[src/rtl/ram_dump.sv]
// Read-back engine for the 512x8 data-path RAM: streams a wrapping address range out over
// valid/ready with address and last flag, and reports an 8-bit additive checksum at the end.
module ram_dump #(
  parameter int unsigned ADDR_W = 9,
  parameter int unsigned DATA_W = 8
) (
  input  logic              main_clk,
  input  logic              reset,
  input  logic              start,
  input  logic [ADDR_W-1:0] start_addr,
  input  logic [ADDR_W:0]   length,
  input  logic              abort,
  output logic              busy,
  output logic              done,
  output logic [DATA_W-1:0] checksum,
  output logic [ADDR_W-1:0] ram_addr,
  output logic              ram_rd,
  input  logic [DATA_W-1:0] ram_data,
  output logic              out_valid,
  input  logic              out_ready,
  output logic [DATA_W-1:0] out_data,
  output logic [ADDR_W-1:0] out_addr,
  output logic              out_last
);

  typedef enum logic [2:0] {
    StIdle,
    StReq,
    StCapt,
    StSend,
    StDone
  } state_e;

  state_e            state_q;
  logic [ADDR_W-1:0] addr_q, addr_d;
  logic [ADDR_W:0]   rem_q, rem_d;
  logic [DATA_W-1:0] sum_q, sum_d;
  logic [ADDR_W-1:0] ram_addr_q, out_addr_q;
  logic [DATA_W-1:0] out_data_q;
  logic              busy_q, done_q, ram_rd_q, out_valid_q, out_last_q;
  logic              hs;

  // Values committed on a handshake; the address counter wraps naturally at 2**ADDR_W.
  always_comb begin
    hs     = out_valid_q & out_ready;
    addr_d = addr_q + ADDR_W'(1);
    rem_d  = rem_q - (ADDR_W + 1)'(1);
    sum_d  = sum_q + out_data_q;
  end

  always_ff @(posedge main_clk) begin
    if (!reset) begin
      state_q     <= StIdle;
      addr_q      <= '0;
      rem_q       <= '0;
      sum_q       <= '0;
      ram_addr_q  <= '0;
      out_addr_q  <= '0;
      out_data_q  <= '0;
      busy_q      <= 1'b0;
      done_q      <= 1'b0;
      ram_rd_q    <= 1'b0;
      out_valid_q <= 1'b0;
      out_last_q  <= 1'b0;
    end else begin
      done_q   <= 1'b0;
      ram_rd_q <= 1'b0;
      unique case (state_q)
        StIdle: begin
          if (start) begin
            addr_q <= start_addr;
            rem_q  <= length;
            sum_q  <= '0;
            busy_q <= 1'b1;
            if (length == '0) begin
              state_q <= StDone;
              done_q  <= 1'b1;
            end else begin
              state_q    <= StReq;
              ram_rd_q   <= 1'b1;
              ram_addr_q <= start_addr;
            end
          end
        end
        StReq: begin
          if (abort) begin
            state_q <= StDone;
            done_q  <= 1'b1;
          end else begin
            state_q <= StCapt;
          end
        end
        StCapt: begin
          if (abort) begin
            state_q <= StDone;
            done_q  <= 1'b1;
          end else begin
            out_data_q  <= ram_data;
            out_addr_q  <= addr_q;
            out_last_q  <= (rem_q == (ADDR_W + 1)'(1));
            out_valid_q <= 1'b1;
            state_q     <= StSend;
          end
        end
        StSend: begin
          // Abort wins over a simultaneous handshake: the byte is dropped, not counted.
          if (abort) begin
            out_valid_q <= 1'b0;
            state_q     <= StDone;
            done_q      <= 1'b1;
          end else if (hs) begin
            out_valid_q <= 1'b0;
            sum_q       <= sum_d;
            rem_q       <= rem_d;
            addr_q      <= addr_d;
            if (rem_d != '0) begin
              state_q    <= StReq;
              ram_rd_q   <= 1'b1;
              ram_addr_q <= addr_d;
            end else begin
              state_q <= StDone;
              done_q  <= 1'b1;
            end
          end
        end
        StDone: begin
          state_q <= StIdle;
          busy_q  <= 1'b0;
        end
        default: begin
          state_q <= StIdle;
          busy_q  <= 1'b0;
        end
      endcase
    end
  end

  always_comb begin
    busy      = busy_q;
    done      = done_q;
    checksum  = sum_q;
    ram_addr  = ram_addr_q;
    ram_rd    = ram_rd_q;
    out_valid = out_valid_q;
    out_data  = out_data_q;
    out_addr  = out_addr_q;
    out_last  = out_last_q;
  end

endmodule

[config.mk]
export PLATFORM = sky130hd
export DESIGN_NAME = ram_dump
export DESIGN_NICKNAME = d
export VERILOG_FILES = /design/src/rtl/ram_dump.sv
export SDC_FILE = /design/constraint.sdc
export NUM_CORES = 1
export LEC_CHECK = 0
export CAP_MARGIN = 20
export CELL_PAD_IN_SITES_DETAIL_PLACEMENT = 1
export CELL_PAD_IN_SITES_GLOBAL_PLACEMENT = 2
export CORE_ASPECT_RATIO = 1.1
export CORE_MARGIN = 3
export CORE_UTILIZATION = 29
export DETAILED_ROUTE_END_ITERATION = 10
export GPL_ROUTABILITY_DRIVEN = 0
export GPL_TIMING_DRIVEN = 0
export PLACE_DENSITY_LB_ADDON = 0.1
export SYNTH_ARGS = -nofsm -noshare
export SYNTH_HDL_FRONTEND = slang
export SYNTH_SLANG_ARGS = --single-unit
[constraint.sdc]
create_clock -name main_clk -period 2.7 [get_ports main_clk]
set_clock_uncertainty 0.15 [all_clocks]
set_input_delay 0.54 -clock main_clk [delete_from_list [all_inputs] [get_ports main_clk]]
set_output_delay 0.54 -clock main_clk [all_outputs]
set_load 0.1 [all_outputs]
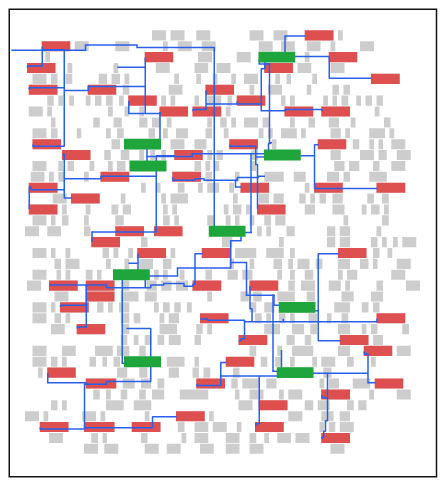
*Clock network drawn from the DEF*
(4 px per um)
clock wires -> blue  # length 1,070 um
cells driving clock nets -> green  # count 9
flip-flops -> red  # count 61
routed clock nets = 10
flops lie = all over the die
clock power share: 40.0%
Latency at later pin: 0.33 ns
Clk power: 1050 uW

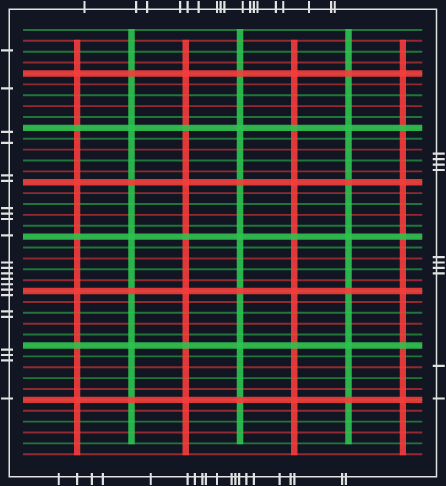
*Floorplan with the power grid*
(4 px per um) Pins as bars on the die edge.
VSS -> red
VDD -> green
signal pins = 71
rows = 39
met4 straps = 7
met5 straps = 7
met1 rails = 40
Die Y: 117 um
Worst IR Drop VDD: 0.000240 V

==> impl_metrics.json <==
{
  "clkSinkCount": 61,
  "setup_tns_ns": 0,
  "post-synth-top-count-cell": "nand2_1",
  "path_max_fanout": 6,
  "route.vias.total": 3290,
  "grt_pass1_wl_mm": 18.6,
  "edf_count": 0,
  "cp_top_family": "buffers and inverters",
  "crit_buf_inv": 1,
  "core_area_mm2": 0.0106,
  "path_class": "reg -> out",
  "fmax_mhz": 380,
  "drc": 0,
  "period_used_pct": 97.4,
  "drt_pass1_iterations": 4,
  "initCoreUtil_pct": 30.4,
  "crit_slowest_cell": "clkdlybuf4s50_1",
  "n_all_buffers": 96,
  "crit_path_cell_trace": "clkdlybuf4s50_1",
  "die_w_um": 106,
  "final_cell_mix": "104 x nand2_1, 69 x clkdlybuf4s50_1, 59 x dfxtp_1",
  "power.density_mw_per_mm2": 603,
  "leakagePower_uw": 0.00162,
  "slew_viol_final": 0,
  "grt_remaining_overflow": 0,
  "die-area_mm2": 0.0124,
  "nWellTaps": 143,
  "warnings": 28,
  "diodes": 0,
  "ys_cells": 420,
  "avgSynthCellArea_um2": 7.67,
  "cts.repair.resized": 0,
  "ff_type": "dfxtp_1",
  "drive_gt1_share_pct": 6.75,
  "synthDominantCellAreaShare_pct": 37.9,
  "cts_buffers": 9,
  "logic_area_mm2": 0.00186,
  "yosys-top-cells-area": "dfxtp_1 38%, nand2_1 12%, a21oi_1 8.1%",
  "post-cts-setup-buffer-count": 0,
  "wl_mm": 11.3,
  "status": "complete, no violations",
  "holdBufCountCts": 0,
  "finalSetupViolCount": 0,
  "area_growth_pct": 35.4,
  "worstMarginPinSlew_ns": 1.00,
  "synth_area_leader_cell": "dfxtp_1",
  "lay_top_count": "nand2_1",
  "crit_required_ns": 2.01,
  "inverters": 4,
  "nets": 544,
  "yosysWarnings": 0,
  "grt_pass1_vias": 3608,
  "grtUsageTotal_pct": 19.3,
  "final-clk-cell-share_pct": 5.97,
  "yosys-stat-area_mm2": 0.00322,
  "ys_ff": 61,
  "utilization_pct": 41.2,
  "cts_max_path_buffers": 2,
  "drtIter0Drc": 56,
  "slowest_delay_ns": 1.18,
  "dpl_cell_area_mm2": 0.00410,
  "comb_area_share_pct": 42.8,
  "io_buffers": 69,
  "nFillCells": 1339,
  "fp_nets": 464,
  "rows": 39,
  "hp-class": "reg -> reg",
  "nonClkBufAreaFrac_pct": 18.7,
  "critPathArrivalTime_ns": 1.94,
  "vias_per_cell": 5.09,
  "area_dominant_class": "combinational gates",
  "grt_max_degree": 11,
  "common_cells": "104 x nand2_1, 61 x dfxtp_1, 52 x a21oi_1",
  "flops": 61,
  "regArea_mm2": 0.00122,
  "ant_nets": 0,
  "ys_async_sr_fraction_pct": 0,
  "clkSlewWorstSetupHoldPaths_ns": 0.05,
  "start_kind": "flop",
  "power_uw": 2630,
  "relSlewSlack_pct": 33.1,
  "logic_gates": 328,
  "seq_share_pct": 28.1,
  "antenna_found_initial": 0,
  "finalHoldViolCount": 0,
  "n_clock_buffer": 13,
  "drv_cap": 0,
  "ys_seq_share_pct": 37.9,
  "syn-instance-count": 420,
  "period_minus_slack_ns": 2.63,
  "yosys.cell_types.count": 54,
  "root_buffer": "clkbuf_16",
  "stdcell_area_mm2": 0.00436,
  "netlist_area_mm2": 0.00322,
  "end_kind": "primary output",
  "rsz0062_at_grt": "no",
  "h-tree-depth": 3,
  "io_pins": 71,
  "cts_tree": "yes",
  "hpwlAfterDp_mm": 8.24
}
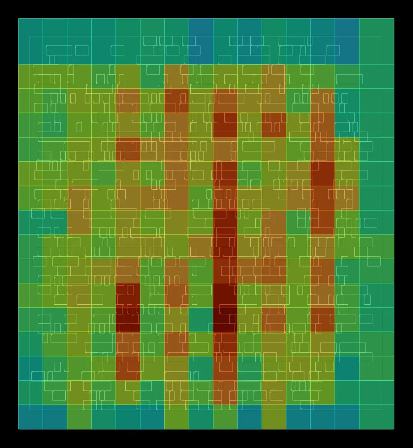
*Routing congestion*
M2 GR Usage: 33.2%
grt met3 use: 4.31%
Avg WL per Cell: 17.5 um
busiest grt layer: met2

==> kinds of logic (layout without fill, tap and decap cells) <==
group / after synthesis / in the layout / share of synthesized area [%]
flip-flops: 61 / 61 / 37.9
XOR/XNOR: 8 / 8 / 2.18
AND-OR/OR-AND: 111 / 111 / 20.1
adder cells (fa/ha/maj): 12 / 12 / 4.90
multiplexers: 9 / 9 / 2.80
AND/OR/NAND/NOR: 188 / 188 / 27.8
buffers and inverters: 31 / 115 / 4.24
==> registers in the layout, summed over array words and instances, names as in the netlist, 3 cells and up <==
signal and flops:
addr_q 9, checksum 8, out_addr 9, out_data 8, ram_addr 9, rem_q 10
state_q 3
==> worst paths after layout <==
path	from	end	slack [ns]	cells after the start
max	out_valid$_SDFFE_PN0P_	out_valid	0.07	1
min	ram_addr[0]$_SDFFE_PN0P_	ram_addr[0]$_SDFFE_PN0P_	0.31	2
max reg2reg	rem_q[1]$_SDFFE_PN0P_	ram_addr[1]$_SDFFE_PN0P_	0.21	9
min reg2reg	ram_addr[0]$_SDFFE_PN0P_	ram_addr[0]$_SDFFE_PN0P_	0.31	2
==> power by group <==
group,internal [uW],total (uW),switching [uW]
logic,193,576,383
registers,950,1000,50.3
clock network,639,1050,412
total,1780,2630,845
==> metrics by stage <==
stage | std cells | hold slack, ns | worst slack, ns
3_5_place_dp | 633 | 0.303 | -0.336
2_1_floorplan | 420 | 0.300 | 0.0626
4_1_cts | 648 | 0.317 | 0.0311
3_3_place_gp | 632 | 0.297 | -0.354
6_report | 647 | 0.310 | 0.0715
5_1_grt | 647 | 0.332 | 0.00757
==> metal layers <==
| layer | track usage [%] | wire length, um |
|---|---|---|
| met2 | 33.2 | 5440 |
| met3 | 4.31 | 438 |
| met1 | 23.9 | 5240 |
| met4 | 6.82 | 211 |
| met5 | 0 | 0 |
Power is estimated from default activity; no workload was simulated.
